==> images/clock_map.png <==
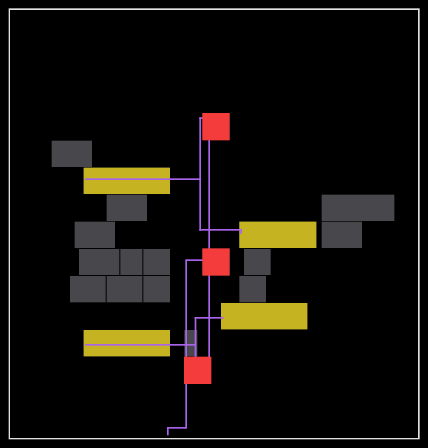
==> images/final_congestion.png <==
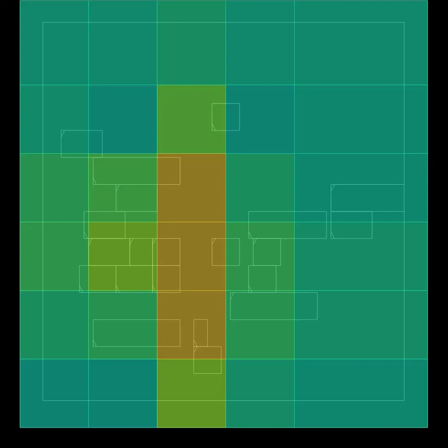
==> images/density.png <==
8 x 9 tiles, from dark blue (low) to red (high), 0 to 100% covered.
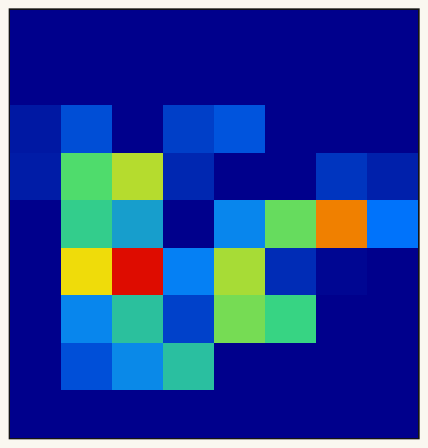
==> images/metal_stack.png <==
Scale bar: 10 um.
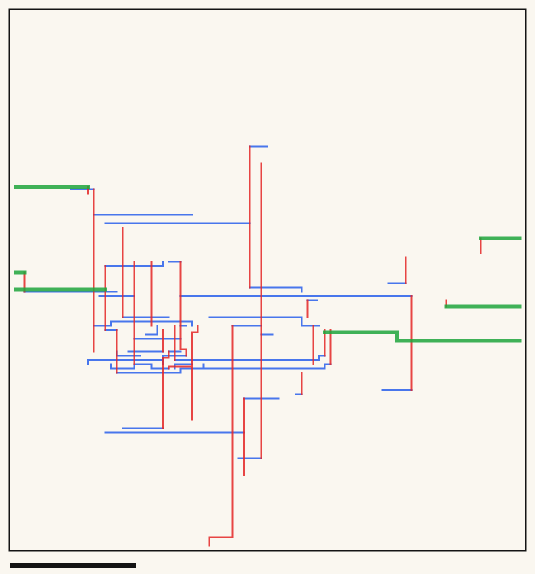
[src/rtl/machine_d_fsm.sv]
// Moore detector for the serial pattern 1011 (overlapping matches allowed).
// The state register and the detect flag are both driven straight from flops.
module machine_d_fsm (
    input  logic       CLK,
    input  logic       RESET,
    input  logic       x,
    output logic       F,
    output logic [2:0] S
);

    typedef enum logic [2:0] {
        S0 = 3'b000,
        S1 = 3'b001,
        S2 = 3'b010,
        S3 = 3'b011,
        S4 = 3'b100
    } state_t;

    logic [2:0] state_q;
    logic       f_q;

    // State register and detect flag; F is registered alongside the state it decodes.
    always_ff @(posedge CLK) begin
        if (RESET) begin
            state_q <= S0;
            f_q     <= 1'b0;
        end else begin
            case (state_q)
                S0: begin
                    state_q <= x ? S1 : S0;
                    f_q     <= 1'b0;
                end
                S1: begin
                    state_q <= x ? S1 : S2;
                    f_q     <= 1'b0;
                end
                S2: begin
                    state_q <= x ? S3 : S0;
                    f_q     <= 1'b0;
                end
                S3: begin
                    state_q <= x ? S4 : S2;
                    f_q     <= x;
                end
                // Trailing 1 of a completed match is reused as the first 1 of the next.
                S4: begin
                    state_q <= x ? S1 : S2;
                    f_q     <= 1'b0;
                end
                default: begin
                    state_q <= S0;
                    f_q     <= 1'b0;
                end
            endcase
        end
    end

    assign S = state_q;
    assign F = f_q;

endmodule

[config.mk]
export PLATFORM = sky130hd
export DESIGN_NAME = machine_d_fsm
export DESIGN_NICKNAME = d
export VERILOG_FILES = /design/src/rtl/machine_d_fsm.sv
export SDC_FILE = /design/constraint.sdc
export NUM_CORES = 1
export LEC_CHECK = 0
export CAP_MARGIN = 20
export CORE_AREA = 2 2 39 41
export DETAILED_ROUTE_END_ITERATION = 8
export DIE_AREA = 0 0 41 43
export DONT_BUFFER_PORTS = 1
export PLACE_DENSITY = 0.32
export SLEW_MARGIN = 15
export SYNTH_ARGS = -nofsm -noshare
export SYNTH_HDL_FRONTEND = slang
export SYNTH_SLANG_ARGS = --single-unit
[constraint.sdc]
create_clock -name CLK -period 1.1 [get_ports CLK]
set_input_delay 0.22 -clock CLK [delete_from_list [all_inputs] [get_ports CLK]]
set_output_delay 0.22 -clock CLK [all_outputs]
set_load 0.1 [all_outputs]
==> Slide: Implementation Results <==
Key Metrics from the Run

Routing
  • DRC violations left: 0
  • DR pass1 iterations: 1
  • Total number of vias: ~130

Final layout
  • Final #Nets: 25
  • Layout area overhead: 73.6%

Pwr
  • Power per Cell Area: 1470 mW/mm2
  • Peak supply drop: approximately 0.00029 V

CTS
  • Worst-Skew Late Latency: roughly 240 ps
  • Reg clk slew, reported paths: around 40 ps
  • TritonCTS Buffers: 3
  • Hold Buf Count CTS: 0

Flow run
  • Max-cap viol count: 0
  • OpenROAD warnings: 29

STA
  • Final setup viols: 0
  • TNS Setup: 0 ps
  • Worst Tran Pin Value: 202 ps

Logic synthesis
  • Yosys cell types: 8
  • Top cells, area: dfxtp_1 51%, nor3b_1 14%, or4bb_1 7.2%
  • Synth Seq Share: around 51%

Floorplan
  • Vertical die size: 43 um

Outcome
  • Status: finished, final reports clean

GRT
  • First-pass GRT wire length: about 590 um
Back to the opening pictures, clock_map.png:
purple -> clock wires  # length 96.4 um
red -> cells driving clock nets  # count 3
yellow -> flip-flops  # count 4
routed clock nets = 4

Back to the opening pictures, final_congestion.png:
Final Util: 19.6%
met2 Track Usage GR: 5.31%

Back to the opening pictures, density.png:
densest ninth of the die = west
emptiest ninth of the die = north-east
nearly empty tiles = 60%

Back to the opening pictures, metal_stack.png:
red -> met2  # wire length 155 um
green -> met3  # wire length 38.8 um
blue -> met1  # wire length 169 um

state kept, by name (all words and copies together), names as in the netlist:
name,cells
F,1
S,3
report_power, final:
group / leakage, nW / switching [W] / internal [W] / total (W)
Clock: 0.0150 / 0.0000674 / 0.000137 / 0.000204
Sequential: 0.0352 / 0.00000513 / 0.000145 / 0.000150
Combinational: 0.0428 / 0.0000303 / 0.0000143 / 0.0000445
final cells by class:
cell class | count | area (um2)
Clock buffer | 4 | 26.3
Fill cell | 152 | 1110
Multi-Input combinational cell | 9 | 78.8
Sequential cell | 4 | 92.6
Tap cell | 16 | 20.0
Timing Repair Buffer | 4 | 53.8
metal layers:
metal	GRT usage (%)	routed length, um	vias up
met4	10.0	0	0
li1	-	-	67
met2	5.31	155	6
met3	4.19	38	0
met5	0	0	-
met1	6.05	169	59
path summary, 6_finish.rpt:
kind / from / to / cells past startpoint
max: S[0]$_SDFF_PP0_ / S[1]$_SDFF_PP0_ / 2
min: RESET / S[2]$_SDFF_PP0_ / 1
max reg2reg: S[0]$_SDFF_PP0_ / S[1]$_SDFF_PP0_ / 2
min reg2reg: S[1]$_SDFF_PP0_ / S[2]$_SDFF_PP0_ / 2
critical path: stages, from the launching register on:
cell and delay (ps):
dfxtp_4 350, or4bb_1 490, a31oi_1 180
stage by stage:
stage / instance area [um2] / cells / worst slack [ps] / utilization, % / power [W]
2_1_floorplan: 171 / 13 / -79.8 / - / 0.000186
3_3_place_gp: 234 / 33 / 36.1 / 16.9 / 0.000194
3_5_place_dp: 234 / 33 / 19.2 / 16.9 / 0.000194
4_1_cts: 272 / 37 / -6.14 / 19.6 / 0.000414
5_1_grt: 272 / 37 / -17.1 / 19.6 / 0.000428
6_report: 272 / 37 / 0.338 / 19.6 / 0.000399
cells in the mapped netlist:
cell / count
dfxtp_1: 4
nand3b_1: 1
a31oi_1: 1
or3b_2: 1
maj3_1: 1
or4bb_1: 1
or4b_1: 1
nor3b_1: 3
kinds of logic after synthesis:
| logic type | count (synthesis) | synth area share (%) |
|---|---|---|
| simple gates | 7 | 38.4 |
| fa+ha+maj | 1 | 6.40 |
| compound gates | 1 | 4.00 |
| flops | 4 | 51.2 |
what timing repair did:
action | in CTS | in global routing
resized | 3 | 0
endpoints found under the setup margin | 4 | 1
hold endpoints to repair | 0 | 0
Power figures rest on the tool's default switching activity, not on a simulated workload.
